==> config.mk <==
export PLATFORM = sky130hd
export DESIGN_NAME = freq_gate_ctrl
export DESIGN_NICKNAME = d
export VERILOG_FILES = /design/src/rtl/freq_gate_ctrl.sv
export SDC_FILE = /design/constraint.sdc
export NUM_CORES = 1
export LEC_CHECK = 0
export CORE_UTILIZATION = 40
export CTS_CLUSTER_DIAMETER = 30
export CTS_CLUSTER_SIZE = 16
export DETAILED_ROUTE_END_ITERATION = 10
export SLEW_MARGIN = 10
export SYNTH_ARGS = -nofsm -noshare
export SYNTH_HDL_FRONTEND = slang
export SYNTH_SLANG_ARGS = --single-unit
==> constraint.sdc <==
create_clock -name iClk -period 2.6 [get_ports iClk]
set_input_delay 0.26 -clock iClk [delete_from_list [all_inputs] [get_ports iClk]]
set_output_delay 0.26 -clock iClk [all_outputs]
set_load 0.01 [all_outputs]
==> src/rtl/freq_gate_ctrl.sv <==
`default_nettype none
// ============================================================================
// Module   : freq_gate_ctrl
// Purpose  : Measurement sequencer for the frequency counter. Builds a
//            range-selectable gate window from the system clock, synchronizes
//            and edge-detects the external input, counts rising edges inside
//            the window (saturating, with overflow flag) and presents the
//            result through a valid/ack handshake.
// Revision : 1.0 - initial release
// ----------------------------------------------------------------------------
// Parameters
//   CLK_HZ       system clock frequency; base gate length in cycles
//   CNT_W        edge-counter and result width
//   SYNC_STAGES  synchronizer depth on iSignal (values below 2 use 2)
// Ports
//   iClk        in   1      system clock, rising edge
//   irst        in   1      asynchronous active-low reset
//   iStart      in   1      start request, sampled only in IDLE
//   iSignal     in   1      asynchronous input under measurement
//   iRange      in   2      gate select: CLK_HZ / 10^iRange cycles
//   iAck        in   1      consumer accepts the result
//   oCount      out  CNT_W  latched edge count
//   oValid      out  1      oCount/oOverflow/oRange valid
//   oOverflow   out  1      count saturated during last gate
//   oRange      out  2      range used for the result in oCount
//   oGate       out  1      high during the gate window
//   oBusy       out  1      high in every state except IDLE
// Build option
//   FREQ_AUTORUN_EN  when defined, an acknowledged result re-arms the next
//                    measurement directly instead of returning to IDLE.
// ============================================================================
module freq_gate_ctrl #(
  parameter int CLK_HZ      = 50_000_000,
  parameter int CNT_W       = 32,
  parameter int SYNC_STAGES = 2
) (
  input  logic             iClk,
  input  logic             irst,
  input  logic             iStart,
  input  logic             iSignal,
  input  logic [1:0]       iRange,
  input  logic             iAck,
  output logic [CNT_W-1:0] oCount,
  output logic             oValid,
  output logic             oOverflow,
  output logic [1:0]       oRange,
  output logic             oGate,
  output logic             oBusy
);

  localparam int c_SYNC_N = (SYNC_STAGES < 2) ? 2 : SYNC_STAGES;
  localparam int c_GATE_W = (CLK_HZ > 1) ? $clog2(CLK_HZ) : 1;

  // Gate lengths per range; clamped to at least one cycle for tiny CLK_HZ.
  localparam int c_G0 = (CLK_HZ        >= 1) ? CLK_HZ        : 1;
  localparam int c_G1 = (CLK_HZ / 10   >= 1) ? CLK_HZ / 10   : 1;
  localparam int c_G2 = (CLK_HZ / 100  >= 1) ? CLK_HZ / 100  : 1;
  localparam int c_G3 = (CLK_HZ / 1000 >= 1) ? CLK_HZ / 1000 : 1;

  // Terminal value of the gate counter (counter runs 0..G-1).
  localparam logic [c_GATE_W-1:0] c_LAST0 = c_GATE_W'(c_G0 - 1);
  localparam logic [c_GATE_W-1:0] c_LAST1 = c_GATE_W'(c_G1 - 1);
  localparam logic [c_GATE_W-1:0] c_LAST2 = c_GATE_W'(c_G2 - 1);
  localparam logic [c_GATE_W-1:0] c_LAST3 = c_GATE_W'(c_G3 - 1);

  typedef enum logic [2:0] {
    S_IDLE     = 3'd0,
    S_ARM      = 3'd1,
    S_GATE     = 3'd2,
    S_DONE     = 3'd3,
    S_WAIT_ACK = 3'd4
  } state_t;

  state_t r_state;
  state_t w_nextState;

  logic [c_SYNC_N-1:0] r_sync;
  logic                r_sigPrev;
  logic                w_rise;

  logic [1:0]          r_rangeSel;
  logic [c_GATE_W-1:0] r_gateCnt;
  logic [c_GATE_W-1:0] r_gateLast;
  logic                w_gateDone;
  logic [CNT_W-1:0]    r_edgeCnt;
  logic                r_edgeOvf;

  logic [CNT_W-1:0]    r_count;
  logic                r_valid;
  logic                r_overflow;
  logic [1:0]          r_rangeOut;

  function automatic logic [c_GATE_W-1:0] gateLastOf(input logic [1:0] sel);
    logic [c_GATE_W-1:0] v;
    case (sel)
      2'd0:    v = c_LAST0;
      2'd1:    v = c_LAST1;
      2'd2:    v = c_LAST2;
      default: v = c_LAST3;
    endcase
    return v;
  endfunction

  // --------------------------------------------------------------------------
  // Input synchronizer and rising-edge detector. The extra r_sigPrev stage
  // gives the total input latency of SYNC_STAGES+1 cycles to the counter.
  // --------------------------------------------------------------------------
  always_ff @(posedge iClk or negedge irst) begin
    if (!irst) begin
      r_sync    <= '0;
      r_sigPrev <= 1'b0;
    end else begin
      r_sync    <= {r_sync[c_SYNC_N-2:0], iSignal};
      r_sigPrev <= r_sync[c_SYNC_N-1];
    end
  end

  assign w_rise     = r_sync[c_SYNC_N-1] & ~r_sigPrev;
  assign w_gateDone = (r_gateCnt == r_gateLast);

  // --------------------------------------------------------------------------
  // Sequencer state register
  // --------------------------------------------------------------------------
  always_ff @(posedge iClk or negedge irst) begin
    if (!irst) begin
      r_state <= S_IDLE;
    end else begin
      r_state <= w_nextState;
    end
  end

  always_comb begin
    w_nextState = r_state;
    case (r_state)
      S_IDLE: begin
        if (iStart) begin
          w_nextState = S_ARM;
        end
      end
      S_ARM: begin
        w_nextState = S_GATE;
      end
      S_GATE: begin
        if (w_gateDone) begin
          w_nextState = S_DONE;
        end
      end
      S_DONE: begin
        w_nextState = S_WAIT_ACK;
      end
      S_WAIT_ACK: begin
        if (iAck) begin
`ifdef FREQ_AUTORUN_EN
          w_nextState = S_ARM;
`else
          w_nextState = S_IDLE;
`endif
        end
      end
      default: begin
        w_nextState = S_IDLE;
      end
    endcase
  end

  // --------------------------------------------------------------------------
  // Gate/edge counters and result registers
  // --------------------------------------------------------------------------
  always_ff @(posedge iClk or negedge irst) begin
    if (!irst) begin
      r_rangeSel <= 2'd0;
      r_gateCnt  <= '0;
      r_gateLast <= '0;
      r_edgeCnt  <= '0;
      r_edgeOvf  <= 1'b0;
      r_count    <= '0;
      r_valid    <= 1'b0;
      r_overflow <= 1'b0;
      r_rangeOut <= 2'd0;
    end else begin
      case (r_state)
        S_ARM: begin
          r_rangeSel <= iRange;
          r_gateLast <= gateLastOf(iRange);
          r_gateCnt  <= '0;
          r_edgeCnt  <= '0;
          r_edgeOvf  <= 1'b0;
        end
        S_GATE: begin
          r_gateCnt <= r_gateCnt + 1'b1;
          if (w_rise) begin
            // Counter sticks at all-ones; any further edge flags overflow.
            if (&r_edgeCnt) begin
              r_edgeOvf <= 1'b1;
            end else begin
              r_edgeCnt <= r_edgeCnt + 1'b1;
            end
          end
        end
        S_DONE: begin
          r_count    <= r_edgeCnt;
          r_overflow <= r_edgeOvf;
          r_rangeOut <= r_rangeSel;
          r_valid    <= 1'b1;
        end
        S_WAIT_ACK: begin
          if (iAck) begin
            r_valid <= 1'b0;
          end
        end
        default: begin
        end
      endcase
    end
  end

  assign oCount    = r_count;
  assign oValid    = r_valid;
  assign oOverflow = r_overflow;
  assign oRange    = r_rangeOut;
  assign oGate     = (r_state == S_GATE);
  assign oBusy     = (r_state != S_IDLE);

endmodule
`default_nettype wire
==> results.cfg, run 1 <==
; synthesis and place-and-route metrics
[pwr]
fin_total_pwr_mw = 6.045
powerDensity_mw_per_mm2 = 883.5
vdd_drop_max_v = 0.0006072
cellLeakagePower_nw = 2.986

[final_timing]
fmax_ghz = 0.4117
finalSetupViolCount = 0
finalSetupTns_ps = 0
finalWorstSetupSlack_ps = 171.3
holdWs_ps = 301.2
slew_headroom_pct = 53.25
worst_pin_slew_ps = 694.9
slew_viol_final = 0
finalClockSkew_ps = 5.786
layout_min_cycle_time_ps = 2429
fin_crit_sh_pct = 93.41
hold_viol = 0

[global_routing]
antenna_found_initial = 0
track_usage_pct = 18.89
grt_max_degree = 57
grt_pass1_vias = 4188
overflow = 0

[yosys]
top_cells_by_area = dfrtp_1 (52%), mux2_2 (7.5%), o21ai_0 (6.8%)
yosys.area.top_type = dfrtp_1
syn-num-nets = 556
numSynthFlops = 116
ys_chip_area_mm2 = 0.005537
ys_cells = 540
netlist_area_mm2 = 0.005537
ff_type = dfrtp_1
syn_inst = 540
synth-simple-area-share_pct = 17.45
ys_sh_mux_pct = 7.706
ys_sh_xor_pct = 1.740
edf_count = 0
synthArstFlopShare_pct = 100.0
ys_seq_share_pct = 52.43
synth_cell_type_count = 48
ys_top_logic_family = simple AND/OR/NAND/NOR gates
aoi_share_pct = 15.25
ys_warn_count = 0

[min_path]
min_to = r_sync[0]$_DFF_PN0_
min_path_cells = 1
hp-start = iSignal
hp-class = input port to register

[place]
place.gp.congestion = 0.8111
place_ws_ps = 96.18
dpl.hpwl_um = 8331
dpl_cell_area_mm2 = 0.006196

[detailed_routing]
routedWlPerCell_um = 15.94
ant_nets = 0
drtIter0Drc = 342

[clocking]
cts_made_buffers = 17
clock_latency_ps = 410
cts_tree = yes
clockRootBuffer = clkbuf_16
cts-htree-levels = 4
post_cts_buffers = 0
cts_buffer_depth = 2
path_clk_slew_ps = 60

[cells_and_area]
fin_area_mm2 = 0.006842
seq_area_mm2 = 0.002903
layout.nets = 609
antennaDiodeCount = 0
drive_gt1_share_pct = 16.17
layout.cells.non_filler = 782
layout_top_cell = dfrtp_1
mostFrequentLayoutCells = dfrtp_1 (116), o21ai_0 (75), nand2_1 (54), clkdlybuf4s50_1 (43), mux2_2 (37)

[worst_setup_path]
ff2ff_path_depth = 8
reg2reg_slack_ps = 170
cp-start-kind = register
crit_type = register to register
arrival_ps = 2740
regToRegEndpoint = r_edgeCnt[7]$_DFFE_PN0P_
r2r-start = r_edgeCnt[0]$_DFFE_PN0P_
crit_path_max_fanout = 19

[flow_run]
maxCapViolations = 0

[outcome]
status = complete, no violations

[floorplanning]
die_width_um = 119.7
==> run 1: sequential cells by signal (all words and copies together) (netlist names) <==
| register | cells |
|---|---|
| r_sigPrev | 1 |
| oValid | 1 |
| r_state | 3 |
| r_rangeSel | 2 |
| oOverflow | 1 |
| oRange | 2 |
| r_gateCnt | 26 |
| oCount | 32 |
| r_edgeOvf | 1 |
| r_gateLast | 13 |
| r_sync | 2 |
| r_edgeCnt | 32 |
==> run 1: timing repair <==
item                                    4_1_cts  5_1_grt
hold buffers                                  1        0
endpoints found under the setup margin        1       11
gates cloned                                  0        0
hold endpoints to repair                     28        0
gates resized                                 1        2
==> run 1: critical path, cell delays in order (launching register included) <==
cell      delay, ps
dfrtp_1         420
ha_1            240
and3_1          230
nand3_1         210
or4b_4          590
a21boi_2        180
buf_4           240
o21ai_0         130
o31ai_1          90
==> run 1: cell type report <==
type	count	area share, %
well taps	176	3.219
clock inverters	9	2.195
clock buffers	23	6.986
repair buffers	63	8.705
inverters	11	0.6584
flip-flops and latches	116	42.43
multi-input cells	384	35.81
==> run 1: worst max path at each step <==
stage	startpoint	endpoint
2_1_floorplan	r_edgeCnt[0]$_DFFE_PN0P_	r_edgeCnt[4]$_DFFE_PN0P_
3_3_place_gp	r_edgeCnt[0]$_DFFE_PN0P_	r_edgeCnt[4]$_DFFE_PN0P_
3_5_place_dp	r_edgeCnt[0]$_DFFE_PN0P_	r_edgeCnt[14]$_DFFE_PN0P_
4_1_cts	r_state[2]$_DFFE_PN0P_	oGate
5_1_grt	r_edgeCnt[0]$_DFFE_PN0P_	r_edgeCnt[7]$_DFFE_PN0P_
6_report	r_edgeCnt[0]$_DFFE_PN0P_	r_edgeCnt[7]$_DFFE_PN0P_
==> run 1: cells in the mapped netlist (2+ instances only) <==
| master | count |
|---|---|
| o21ai_0 | 75 |
| ha_1 | 9 |
| xor2_1 | 4 |
| and2_1 | 6 |
| o22ai_1 | 4 |
| inv_1 | 11 |
| buf_6 | 4 |
| a31oi_1 | 12 |
| nand3b_1 | 3 |
| and4_1 | 2 |
| or4_1 | 2 |
| xnor2_1 | 7 |
| mux2_2 | 37 |
| and3_1 | 14 |
| nand2_1 | 54 |
| clkbuf_1 | 19 |
| nand4_1 | 21 |
| nor2_1 | 27 |
| nor3_1 | 8 |
| nor3b_2 | 2 |
| nor4_1 | 4 |
| buf_2 | 3 |
| o211ai_1 | 12 |
| dfrtp_1 | 116 |
| or3_1 | 3 |
| a21oi_1 | 13 |
| buf_1 | 2 |
| nand3_1 | 27 |
| o31ai_1 | 20 |
==> run 1: layer usage <==
layer | share of wire [%] | track usage, %
met1 | 49 | 27.54
met4 | 2.2 | 9.766
met3 | 5.3 | 3.802
met2 | 43 | 26.37
met5 | 0 | 0
==> run 1: power breakdown <==
part / internal [mW] / leakage [nW] / total [mW] / switching, mW
Combinational: 0.568 / 1.11 / 1.34 / 0.768
Clock: 1.67 / 0.303 / 2.48 / 0.810
Sequential: 2.02 / 1.57 / 2.22 / 0.209
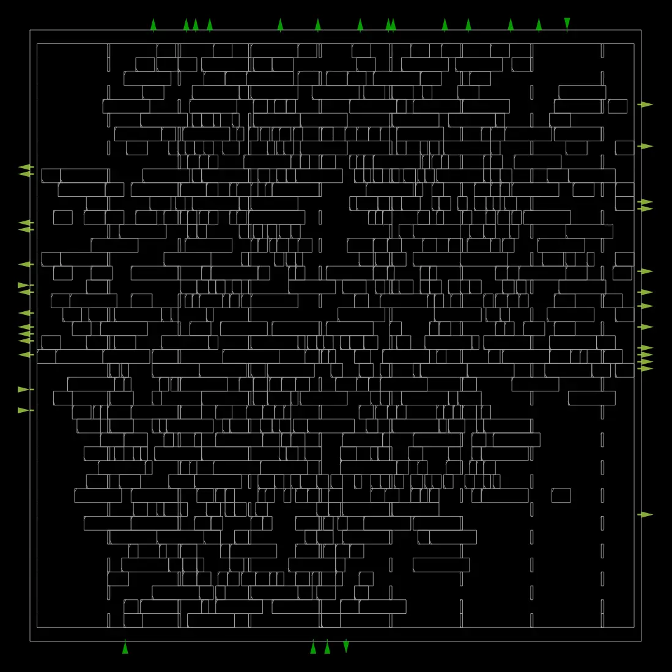
Run 1: cell placement
# rows: 42
Layout Utilization: 51.26%
Filler cells: 1226
# Taps: 176

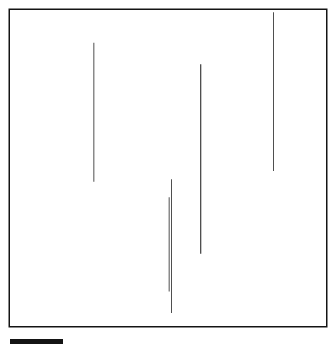
Run 1: M4 wires
The bar under the picture is 20 µm long.
longest straight run = 71.4 µm
wire length on this layer = 269 µm
share of all routed wire = 2.2%
main direction = vertical
nets with wire on the layer = 4
sum of routed wire length over all layers: 12470 µm
Vias: 4342

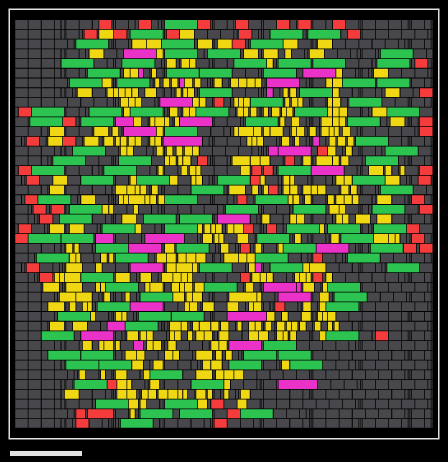
Run 1: cell classes on the final placement
The bar under the picture is 20 µm long. Fill, decap, tap and diode cells in grey.
green -> flip-flops  # cells 116, share of their area 44%
red -> other buffers and delay cells  # cells 63, share of their area 9.0%
yellow -> all other logic  # cells 395, share of their area 38%
magenta -> clock drivers and dummy loads  # cells 32, share of their area 9.5%
flop share of the area: 42.43%
core area: 0.01335 mm²

==> inputs of run 2 (changes only) <==
--- a/config.mk
+++ b/config.mk
@@ -9,6 +9,7 @@
 export CTS_CLUSTER_DIAMETER = 30
 export CTS_CLUSTER_SIZE = 16
 export DETAILED_ROUTE_END_ITERATION = 10
+export GPL_ROUTABILITY_DRIVEN = 0
 export SLEW_MARGIN = 10
 export SYNTH_ARGS = -nofsm -noshare
 export SYNTH_HDL_FRONTEND = slang
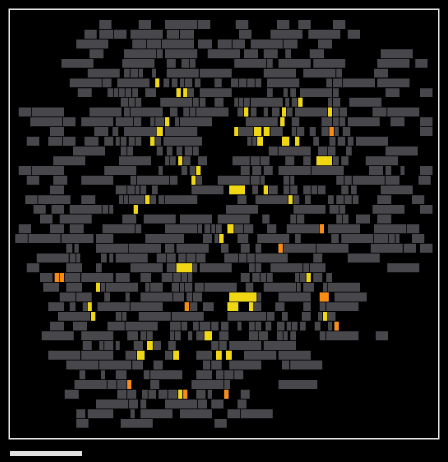
Run 2: selected gate families
The bar under the picture is 20 µm long.
orange -> inverters  # cells 11, most used inv_1
yellow -> NOR gates  # cells 44, most used nor2_1
logic share of the area: 35.81%
most used logic cell in the final layout: dfrtp_1
Cell Count, Final, Fillers Out: 782

==> results.cfg, run 2 <==
; synthesis and place-and-route metrics
[final_timing]
fin_crit_sh_pct = 93.41
slew_viol_final = 0
hold_viol = 0
finalSetupViolCount = 0
layout_min_cycle_time_ps = 2429
finalClockSkew_ps = 5.786
fmax_ghz = 0.4117
holdWs_ps = 301.2
worst_pin_slew_ps = 694.9
slew_headroom_pct = 53.25

[clocking]
cts_buffer_depth = 2
clock_latency_ps = 410
clockRootBuffer = clkbuf_16
cts-htree-levels = 4
cts_tree = yes
cts_made_buffers = 17

[cells_and_area]
drive_gt1_share_pct = 16.17
antennaDiodeCount = 0
mostFrequentLayoutCells = dfrtp_1 (116), o21ai_0 (75), nand2_1 (54), clkdlybuf4s50_1 (43), mux2_2 (37)
layout.nets = 609

[yosys]
ys_chip_area_mm2 = 0.005537
top_cells_by_area = dfrtp_1 (52%), mux2_2 (7.5%), o21ai_0 (6.8%)
ff_type = dfrtp_1
netlist_area_mm2 = 0.005537
ys_seq_share_pct = 52.43
ys_top_cells_by_count = dfrtp_1 (116), o21ai_0 (75), nand2_1 (54)
yosys.area.top_type = dfrtp_1
edf_count = 0
syn_inst = 540
synth_cell_type_count = 48
synthArstFlopShare_pct = 100.0
syn-num-nets = 556
synth_top_cell_by_count = dfrtp_1
ys_cells = 540
numSynthFlops = 116

[worst_setup_path]
cp-startpoint = r_edgeCnt[0]$_DFFE_PN0P_
crit_path_max_fanout = 19
reg2reg_slack_ps = 170
crit_type = register to register
required_ps = 2910
r2r-start = r_edgeCnt[0]$_DFFE_PN0P_
arrival_ps = 2740

[global_routing]
grt_max_degree = 57
overflow = 0
antenna_found_initial = 0
grt_pass1_vias = 4188

[pwr]
seq_power_share_pct = 36.8
vdd_drop_max_v = 0.0006072
switchingPower_mw = 1.786
p_int_mw = 4.259
cellLeakagePower_nw = 2.986
clock_power_share_pct = 41.1
powerDensity_mw_per_mm2 = 883.5
combinationalPowerShare_pct = 22.1
swShare_pct = 29.55

[detailed_routing]
drc = 0
routedWlPerCell_um = 15.94
wl_um = 12470
via_count = 4342

[floorplanning]
num_rows = 42
die_width_um = 119.7
core_area_mm2 = 0.01335

[outcome]
status = complete, no violations

[place]
dpl.hpwl_um = 8331

[min_path]
hp-start = iSignal

[flow_run]
maxCapViolations = 0
[run 2: cell counts in the layout (fill, tap and decap cells not counted)]
Identical to the previous run, type by type.
[run 2: cell families after synthesis]
family / Yosys count / share of synthesized area [%]
buf+inv: 40 / 3.390
mux: 38 / 7.706
flops: 116 / 52.43
fa+ha+maj: 9 / 2.034
simple gates: 184 / 17.45
compound gates: 142 / 15.25
xor+xnor: 11 / 1.740
[run 2: layer usage]
metal | wire, µm | GRT usage (%) | vias up
met3 | 658 | 3.802 | 17
met5 | 0 | 0 | -
met2 | 5384 | 26.37 | 128
met1 | 6156 | 27.54 | 2112
met4 | 269 | 9.766 | 0
li1 | - | - | 2085
[run 2: layout make-up]
cell class,count,area (µm²)
clock inverter,9,150.1
tap,176,220.2
timing repair buffer,63,595.6
sequential,116,2903
clock buffer,23,478.0
inverter,11,45.04
fill,1226,6506
multi-input combinational,384,2450
[run 2: timing repair]
item	CTS	global route
setup endpoints to repair	1	11
pin swaps	0	0
endpoints found under the hold margin	28	0
hold buffers	1	0
resized	1	2
setup buffers	0	0
[run 2: path summary, 6_finish.rpt]
check / cells past startpoint / to
worst max-delay path: 8 / r_edgeCnt[7]$_DFFE_PN0P_
worst min-delay path: 1 / r_sync[0]$_DFF_PN0_
worst max register to register: 8 / r_edgeCnt[7]$_DFFE_PN0P_
worst min register to register: 0 / r_sync[1]$_DFF_PN0_
max in group asynchronous: 3 / oCount[16]$_DFFE_PN0P_
min in group asynchronous: 2 / r_gateLast[15]$_DFFE_PN0P_
[run 2: through the flow]
stage          std cells  util, %  total power, mW  area [µm²]  setup slack [ps]
4_1_cts              782    51.22            6.083        6837             70.77
3_3_place_gp         749    46.42            3.531        6196             202.3
2_1_floorplan        540        -            3.091        5537             397.0
3_5_place_dp         749    46.42            3.570        6196             96.18
5_1_grt              782    51.26            6.364        6842             34.64
6_report             782    51.26            6.045        6842             171.3
[run 2: power groups by stage]
stage,clock network [mW],logic (mW),registers [mW]
floorplan,0,0.899,2.19
global placement,0,1.29,2.24
detailed placement,0,1.32,2.25
CTS,2.53,1.34,2.22
global route,2.62,1.48,2.26
finish,2.48,1.34,2.22
[run 2: worst max-delay path, cell delays in order, from the launching register on]
cell,delay (ps)
dfrtp_1,420
ha_1,240
and3_1,230
nand3_1,210
or4b_4,590
a21boi_2,180
buf_4,240
o21ai_0,130
o31ai_1,90
Run 2, cell classes on the final placement:
The bar under the picture is 20 µm long. Fill, decap, tap and diode cells in grey.
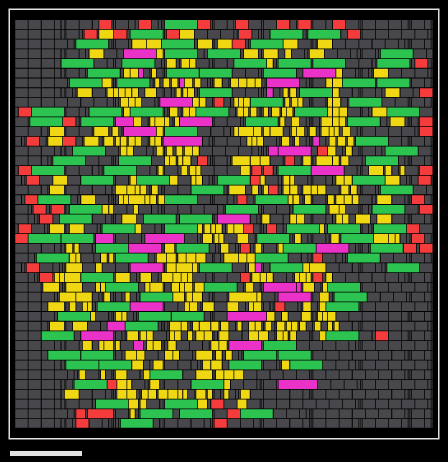

==> inputs of run 3 (changes only) <==
--- a/config.mk
+++ b/config.mk
@@ -5,11 +5,12 @@
 export SDC_FILE = /design/constraint.sdc
 export NUM_CORES = 1
 export LEC_CHECK = 0
-export CORE_UTILIZATION = 40
+export CORE_UTILIZATION = 30
 export CTS_CLUSTER_DIAMETER = 30
 export CTS_CLUSTER_SIZE = 16
 export DETAILED_ROUTE_END_ITERATION = 10
 export GPL_ROUTABILITY_DRIVEN = 0
+export SETUP_SLACK_MARGIN = 0.4
 export SLEW_MARGIN = 10
 export SYNTH_ARGS = -nofsm -noshare
 export SYNTH_HDL_FRONTEND = slang
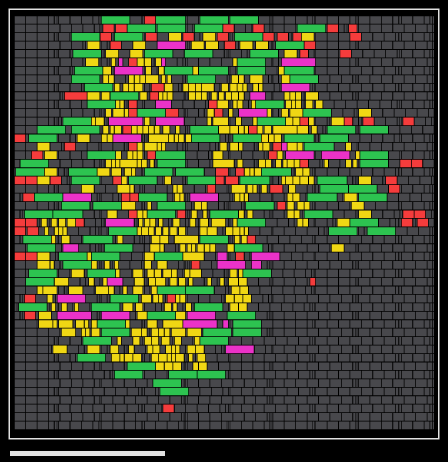
Run 3: cell classes on the final placement
The bar under the picture is 50 µm long. Fill, decap, tap and diode cells in grey.
yellow -> all other logic  # cells 395, share of their area 38%
green -> flip-flops  # cells 116, share of their area 42%
red -> other buffers and delay cells  # cells 82, share of their area 11%
magenta -> clock drivers and dummy loads  # cells 31, share of their area 9.2%
Layout Utilization: 39.87%
# rows: 49

==> results.cfg, run 3 <==
; synthesis and place-and-route metrics
[pwr]
cellLeakagePower_nw = 3.150
powerDensity_mw_per_mm2 = 860.1
vdd_drop_max_v = 0.0007286

[floorplanning]
core_util_floorplan_pct = 30.72
chipArea_mm2 = 0.01900
die_y_um = 137.9
core_area_mm2 = 0.01802
ios = 45
die_width_um = 137.9

[yosys]
ys_top_cells_by_count = dfrtp_1 (116), o21ai_0 (75), nand2_1 (54)
ys_cells = 540
synthArstFlopShare_pct = 100.0
netlist_area_mm2 = 0.005537
synth_top_cell_by_count = dfrtp_1
syn-num-nets = 556
numSynthFlops = 116
top_area_share_pct = 52.43
top_cells_by_area = dfrtp_1 (52%), mux2_2 (7.5%), o21ai_0 (6.8%)
ys_warn_count = 0
synth_cell_type_count = 48
synth.avg_cell_area_um2 = 10.25
yosys.area.top_type = dfrtp_1
ys_chip_area_mm2 = 0.005537
syn_inst = 540
ff_type = dfrtp_1
edf_count = 0
ys_seq_share_pct = 52.43

[place]
port_buffers = 44
place_ws_ps = 158.8
dpl_cell_area_mm2 = 0.006252
dp.cells = 800
dpl.hpwl_um = 8559

[cells_and_area]
layout_top_cell = dfrtp_1
logic_area_mm2 = 0.002554
layout.nets = 628
layout.cells.non_filler = 853
seq_area_mm2 = 0.002918
fillers = 1714
fin_area_mm2 = 0.007187
antennaDiodeCount = 0
area_growth_pct = 29.81
mostFrequentLayoutCells = dfrtp_1 (104), o21ai_0 (68), nand2_1 (51), clkdlybuf4s50_1 (42), mux2_2 (37)
drive_gt1_share_pct = 23.08

[detailed_routing]
via_count = 4597
drc = 0
dr_wl_met2_um = 6098
wl_um = 13490
top_layer_used = met4
wl_met1_um = 6340
ant_nets = 0
dr.pass1.iters = 5
routedWlPerCell_um = 15.81
route.met3.wl_um = 651
drtIter0Drc = 370
viasPerCell = 5.389

[flow_run]
maxCapViolations = 0
warning_count = 34

[final_timing]
fin_crit_sh_pct = 83.31
fmax_ghz = 0.4617
finalClockSkew_ps = 8.467
finalSetupViolCount = 0
slew_headroom_pct = 59.29
slew_viol_final = 0
layout_min_cycle_time_ps = 2166
grt_setup_unrepaired = yes
hold_viol = 0
finalWorstSetupSlack_ps = 434.1
worst_pin_slew_ps = 610.6
finalSetupTns_ps = 0

[clocking]
cts_tree = yes
cts.sinks = 116
cts_buffer_depth = 2
clockRootBuffer = clkbuf_16
clock_latency_ps = 420
cts-htree-levels = 4
cts_made_buffers = 17
path_clk_slew_ps = 60

[global_routing]
grt_pass1_vias = 4303
track_usage_pct = 14.83
overflow = 0
grt_max_degree = 48
grt_pass1_wl_um = 21850
antenna_found_initial = 0

[worst_setup_path]
required_ps = 2920
cp-start-kind = register
end_kind = register
crit_path_max_fanout = 6
crit_type = register to register
arrival_ps = 2490

[outcome]
status = complete, no violations

[min_path]
hp-class = input port to register
run 3: cell counts after synthesis:
No cell type changed its count.
run 3: cell families (layout without fill, tap and decap cells):
family          Yosys count  after routing  share of synthesized area [%]
flops                   116            116                          52.43
compound gates          142            142                          15.25
fa+ha+maj                 9              9                          2.034
buf+inv                  40            124                          3.390
simple gates            184            184                          17.45
mux                      38             38                          7.706
xor+xnor                 11             11                          1.740
run 3: power by group:
group	total, mW	internal (mW)	switching, mW
clock	2.51	1.70	0.809
combinational	1.47	0.645	0.823
sequential	2.21	2.02	0.189
total	6.18	4.36	1.82
run 3: what timing repair did:
item,in CTS,in global routing
gates cloned,1,3
resized,15,42
endpoints found under the hold margin,45,0
buffers inserted,2,15
hold buffers,1,0
setup endpoints to repair,43,44
pin swaps,0,6
run 3: through the flow:
| step | total power, mW | utilization [%] | hold slack [ps] |
|---|---|---|---|
| after global routing | 6.505 | 39.87 | 274.2 |
| after detailed placement | 3.535 | 34.69 | 321.9 |
| after CTS | 6.143 | 38.64 | 260.6 |
| final | 6.181 | 39.87 | 279.0 |
| after global placement | 3.493 | 34.69 | 301.8 |
| after floorplan | 3.091 | - | -35.59 |
run 3: final timing paths:
check,slack [ps],depth (start not counted),from,end
setup / recovery,430,8,r_edgeCnt[0]$_DFFE_PN0P_,r_edgeCnt[0]$_DFFE_PN0P_
hold / removal,280,1,iSignal,r_sync[0]$_DFF_PN0_
setup reg to reg,430,8,r_edgeCnt[0]$_DFFE_PN0P_,r_edgeCnt[0]$_DFFE_PN0P_
hold reg to reg,350,0,r_sync[0]$_DFF_PN0_,r_sync[1]$_DFF_PN0_
max in group asynchronous,1420,3,irst,r_edgeCnt[20]$_DFFE_PN0P_
min in group asynchronous,390,2,irst,oCount[21]$_DFFE_PN0P_
run 3: cell type report:
| cell class | instances | area share (%) |
|---|---|---|
| Clock inverter | 8 | 2.054 |
| Timing Repair Buffer | 82 | 10.46 |
| Sequential cell | 116 | 40.60 |
| Tap cell | 229 | 3.987 |
| Clock buffer | 23 | 6.790 |
| Multi-Input combinational cell | 384 | 35.53 |
| Inverter | 11 | 0.5745 |
run 3: critical path, stage by stage (launching register included):
cell,delay (ps)
dfrtp_1,370
ha_2,210
and3_4,210
nand3_4,80
or4b_4,520
a21boi_4,310
buf_4,210
nand2_1,60
o21ai_0,100
run 3: layer usage:
| layer | GRT usage (%) | vias up |
|---|---|---|
| met3 | 3.399 | 34 |
| met4 | 7.186 | 0 |
| met5 | 0 | - |
| met1 | 20.96 | 2266 |
| met2 | 21.17 | 170 |
| li1 | - | 2127 |
Power figures rest on the tool's default switching activity, not on a simulated workload.
